<file path="src/rtl/muldiv_unit.sv">
// muldiv_unit: 32-cycle iterative multiply/divide unit with HI/LO registers
module muldiv_unit #(
  parameter logic [31:0] DIV0_LO = 32'hFFFF_FFFF
) (
  input  logic        clk,
  input  logic        rst,
  input  logic        Start,
  input  logic [1:0]  MdOp,
  input  logic [31:0] DataIn1,
  input  logic [31:0] DataIn2,
  input  logic        HiWe,
  input  logic        LoWe,
  input  logic        Flush,
  output logic        Busy,
  output logic        Done,
  output logic [31:0] Hi,
  output logic [31:0] Lo
);
  typedef enum logic [1:0] {IDLE, CALC, DONE} state_t;
  state_t state, state_nxt;
  logic [4:0] cnt;
  logic op_div, neg_q, neg_r;
  logic [31:0] hr, lr, opb;
  logic accept, fin, sgn;
  logic [32:0] msum;
  logic [33:0] ddiff;
  logic [31:0] nh, nl, qv, rv;
  logic [63:0] prod, sprod;
  assign Busy = state == CALC;
  assign Done = state == DONE;
  assign accept = Start && state != CALC;
  assign fin = state == CALC && !Flush && cnt == 5'd31;
  assign sgn = !MdOp[0];
  // hr/lr hold {acc, multiplier} for multiply and {remainder, dividend} for divide
  assign msum = {1'b0, hr} + {1'b0, lr[0] ? opb : 32'd0};
  assign ddiff = {1'b0, hr, lr[31]} - {2'b0, opb};
  assign nh = op_div ? (ddiff[33] ? {hr[30:0], lr[31]} : ddiff[31:0]) : msum[32:1];
  assign nl = op_div ? {lr[30:0], ~ddiff[33]} : {msum[0], lr[31:1]};
  assign prod = {nh, nl};
  assign sprod = neg_q ? -prod : prod;
  assign qv = opb == 32'd0 ? DIV0_LO : (neg_q ? -nl : nl);
  assign rv = neg_r ? -nh : nh;
  // state register
  always_ff @(posedge clk or negedge rst)
    if (!rst) state <= IDLE;
    else state <= state_nxt;
  // next state: Flush only acts in CALC, where Start is ignored
  always_comb begin
    state_nxt = state;
    if (state == CALC) state_nxt = Flush ? IDLE : (cnt == 5'd31 ? DONE : CALC);
    else state_nxt = Start ? CALC : IDLE;
  end
  // operand latch, iteration datapath and HI/LO update
  always_ff @(posedge clk or negedge rst)
    if (!rst) begin
      cnt <= 5'd0;
      op_div <= 1'b0;
      neg_q <= 1'b0;
      neg_r <= 1'b0;
      hr <= 32'd0;
      lr <= 32'd0;
      opb <= 32'd0;
      Hi <= 32'd0;
      Lo <= 32'd0;
    end else begin
      if (accept) begin
        cnt <= 5'd0;
        op_div <= MdOp[1];
        neg_q <= sgn && (DataIn1[31] ^ DataIn2[31]);
        neg_r <= sgn && DataIn1[31];
        hr <= 32'd0;
        lr <= (sgn && DataIn1[31]) ? -DataIn1 : DataIn1;
        opb <= (sgn && DataIn2[31]) ? -DataIn2 : DataIn2;
      end else if (state == CALC) begin
        cnt <= cnt + 5'd1;
        hr <= nh;
        lr <= nl;
      end
      if (fin) begin
        Hi <= op_div ? rv : sprod[63:32];
        Lo <= op_div ? qv : sprod[31:0];
      end else if (state != CALC && !Start) begin
        if (HiWe) Hi <= DataIn1;
        if (LoWe) Lo <= DataIn1;
      end
    end
endmodule

</file>
<file path="config.mk">
export PLATFORM = sky130hd
export DESIGN_NAME = muldiv_unit
export DESIGN_NICKNAME = d
export VERILOG_FILES = /design/src/rtl/muldiv_unit.sv
export SDC_FILE = /design/constraint.sdc
export NUM_CORES = 1
export LEC_CHECK = 0
export CELL_PAD_IN_SITES_DETAIL_PLACEMENT = 1
export CELL_PAD_IN_SITES_GLOBAL_PLACEMENT = 2
export CORE_UTILIZATION = 35
export CTS_CLUSTER_SIZE = 30
export DETAILED_ROUTE_END_ITERATION = 6
export GPL_TIMING_DRIVEN = 0
export PLACE_DENSITY = 0.91
export SETUP_SLACK_MARGIN = 0.5
export SLEW_MARGIN = 30
export SYNTH_ARGS = -nofsm -noshare
export SYNTH_HDL_FRONTEND = slang
export SYNTH_SLANG_ARGS = --single-unit
export TNS_END_PERCENT = 5
</file>
<file path="constraint.sdc">
create_clock -name clk -period 5.65 [get_ports clk]
set_input_delay 0.565 -clock clk [delete_from_list [all_inputs] [get_ports clk]]
set_output_delay 0.565 -clock clk [all_outputs]
set_load 0.03 [all_outputs]
</file>
### Power grid

Drawn at 2 px/um. Pins as bars on the die edge.
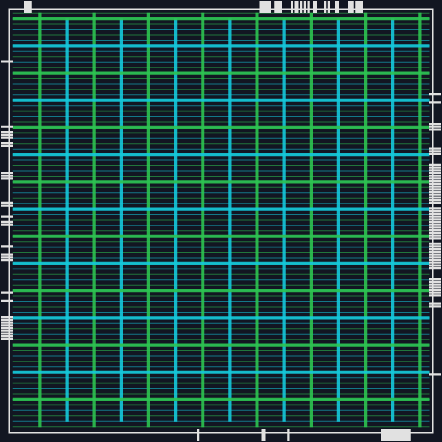
| colour | net |
|---|---|
| cyan | VDD |
| green | VSS |
met1 rails: 77
signal pins: 138
die width: 211 um
worst vdd ir: 0.000229 V

### Cells coloured by class

Drawn at 1 px/um. Fill, decap, tap and diode cells in grey.
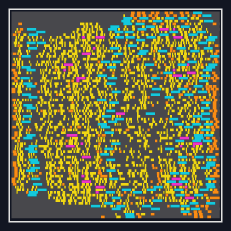
| colour | class | cells |
|---|---|---|
| orange | remaining buffers and delay cells | 267 |
| magenta | clock drivers and dummy loads | 32 |
| cyan | sequential cells | 170 |
| yellow | combinational and other logic | 1667 |
core area: 43100 um^2
Rows: 76
fin util: 42.9%

### Clock distribution

Drawn at 3 px/um.
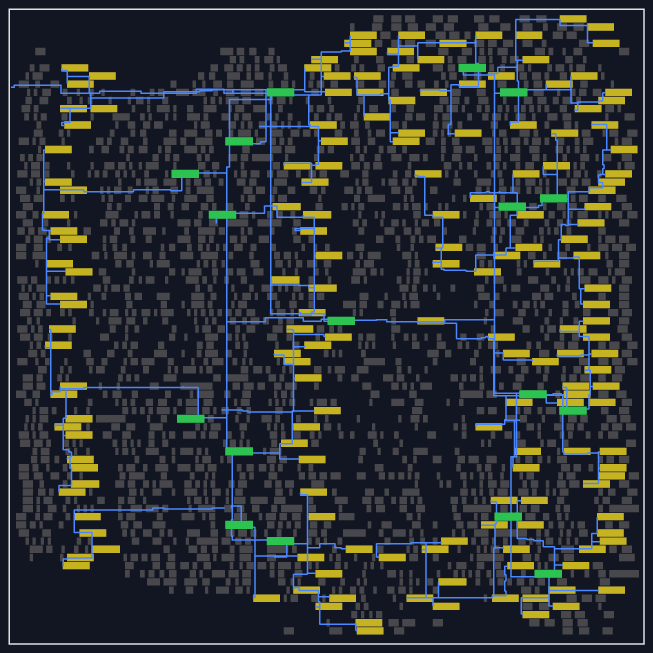
[yellow] flip-flops | count: 170
[green] clock drivers | count: 17
[blue] clock wires | length: 2870 um
flops lie: widely spread

==> flow_summary.ini <==
; generated from flow reports
[synthesis]
yosysCellCount = 1953
top_cells_by_area = dfrtp_1 (28%), o21ai_0 (6.9%), ha_1 (5.7%)
synth-edff-count = 0
yosys_area_um2 = 15300
top_area_cell = dfrtp_1
postSynthSeqShare_pct = 27.8
aoi_share_pct = 28.0
syn_nets = 2097
synth.mux.area_fraction_pct = 2.89
common_cells = nand2_1 (227), o21ai_0 (210), dfrtp_1 (170), a21oi_1 (137), nor2_1 (127)
fa_ha_area_share_pct = 5.99
flop_cell = dfrtp_1
xor_share_pct = 9.16
ys_ff = 170
yosys-dominant-comb-family = AND-OR/OR-AND gates
synth_area_per_cell_um2 = 7.83
synth_cell_type_count = 92
top_cell_area_share_pct = 27.8

[drt]
drc = 0
vias_per_cell = 5.99
top_layer = met4
met3WireLength_um = 3060
drt_iter0_drc = 1128

[critical_path]
worst-path-max-fanout = 10
worst-setup-path-type = reg -> reg
crit_chain = buf_4 > buf_2 > buf_4 > buf_4 > buf_2 > a31oi_4 > inv_2 > ha_4 > o2111ai_4 > nor4_4 > nand2_1 > or2_4 > nand2b_4 > or3_4 > nand2_4 > nor2_2 > o41ai_2 > xnor2_1 > o21ai_1
r2r_cells = 19
rrSetupSlack_ns = 0.44
crit_path_frequent_cell = buf_4
critPathBufInv = 6
setup.worst_path.end = Hi[28]
crit_family = buffers and inverters
cp-end-kind = register
worst-path-stages = 19
crit_required_ns = 5.99
reg2reg_to = Hi[28]
worstPathArrival_ns = 5.55

[pwr]
p_int_mw = 4.74
cellLeakagePower_nw = 7.44
p_clk_share_pct = 11.9
power.switching_mw = 5.63
sw_frac_of_total_pct = 54.3
p_per_area_nw_per_um2 = 561
power_frac_comb_pct = 68.1
finalPower_mw = 10.4

[layout]
logic_gate_count = 1592
buf_share_pct = 11.2
layout_top_cell = nand2_1
antenna_cells = 0
nNonClkInverters = 75
clockBufferCount = 19
synthToLayoutAreaGrowth_pct = 20.7
finalNetCount = 2267
drive_above_1_share_pct = 7.44
comb_area_um2 = 10500
comb_share_pct = 57.1
seq_area_um2 = 4260

[final_timing]
period_used_pct = 92.3
post-route-min-period_ns = 5.21
worst_slew_pin_slew_ns = 1.05
setup_tns_ns = 0
grt_setup_unrepaired = true
hold_viol = 0
fmax_mhz = 192
setup_violations = 0
hold_slack_ns = 0.512

[grt]
busiest_layer = met2
antenna_found_initial = 1
met2_usage_pct = 55.4

[clock_network]
root_buffer = clkbuf_16
clk_pin_slew_ns = 0.07
htreeDepth = 4
cts_made_buffers = 17
cts_tree = yes
clock_sinks = 170
hold_buffers = 1
post_cts_buffers = 5

[placed_design]
hpwl_um = 55500
dpl.cell_count = 2677
portBuffers = 136

[hold_path]
hp-start = cnt[3]
hold_class = reg -> reg
hold_end = cnt[3]

[outcome]
outcome = finished clean

[flow_run]
maxCapViolCount = 0
openroad.warnings = 28

[floorplanning]
die_area_um2 = 44500
### Metal layers overlaid

Drawn at 2 px/um. Only two layers are drawn.
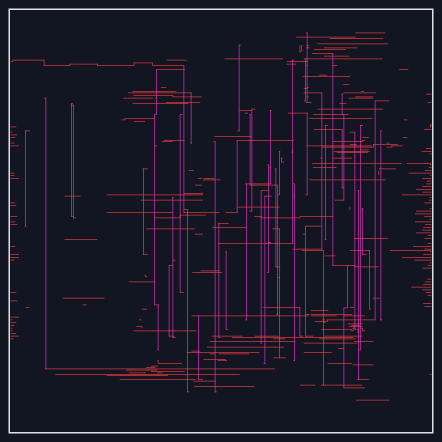
| colour | layer | wire length |
|---|---|---|
| magenta | metal 4 | 3160 um |
| red | metal 3 | 3060 um |
vias: 16300
total track usage: 31.4%
WL/cell: 25.4 um
final WL: 69200 um

### Cell outlines without signal wires

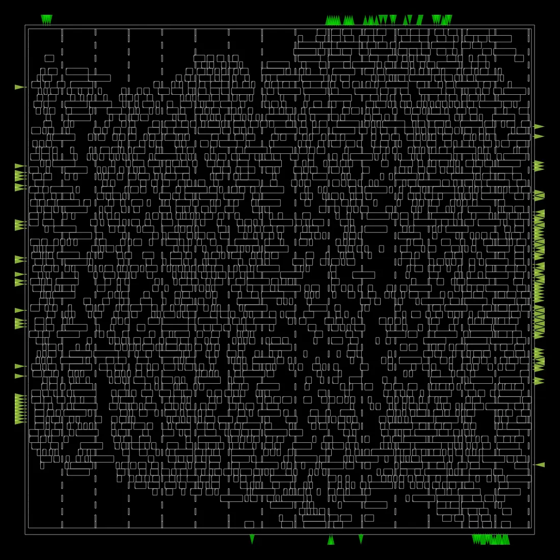
flop share of the area: 23.1%
Tapcell Cnt: 585
Flops: 170
Finished Layout Cells: 2721
FILL cells: 5269

==> power groups by stage <==
stage | clock network, mW | registers (mW) | logic, mW
3_5_place_dp | 0 | 2.07 | 6.61
5_1_grt | 1.28 | 2.12 | 7.60
4_1_cts | 1.24 | 2.06 | 6.85
2_1_floorplan | 0 | 2.08 | 4.29
3_3_place_gp | 0 | 2.06 | 6.47
6_report | 1.23 | 2.08 | 7.06
==> metrics by stage <==
step                      util (%)  setup WS (ns)
after floorplan                  -          0.772
after global placement        40.4          -3.40
after detailed placement      40.5          -1.47
after CTS                     42.5          0.420
after global routing          42.9          0.379
final                         42.9          0.436
==> sequential cells by signal (all words and copies together) (netlist names) <==
signal  cells
cnt         5
neg_r       1
Lo         32
opb        32
lr         32
neg_q       1
Hi         32
state       2
op_div      1
hr         32
Power is estimated from default activity; no workload was simulated.
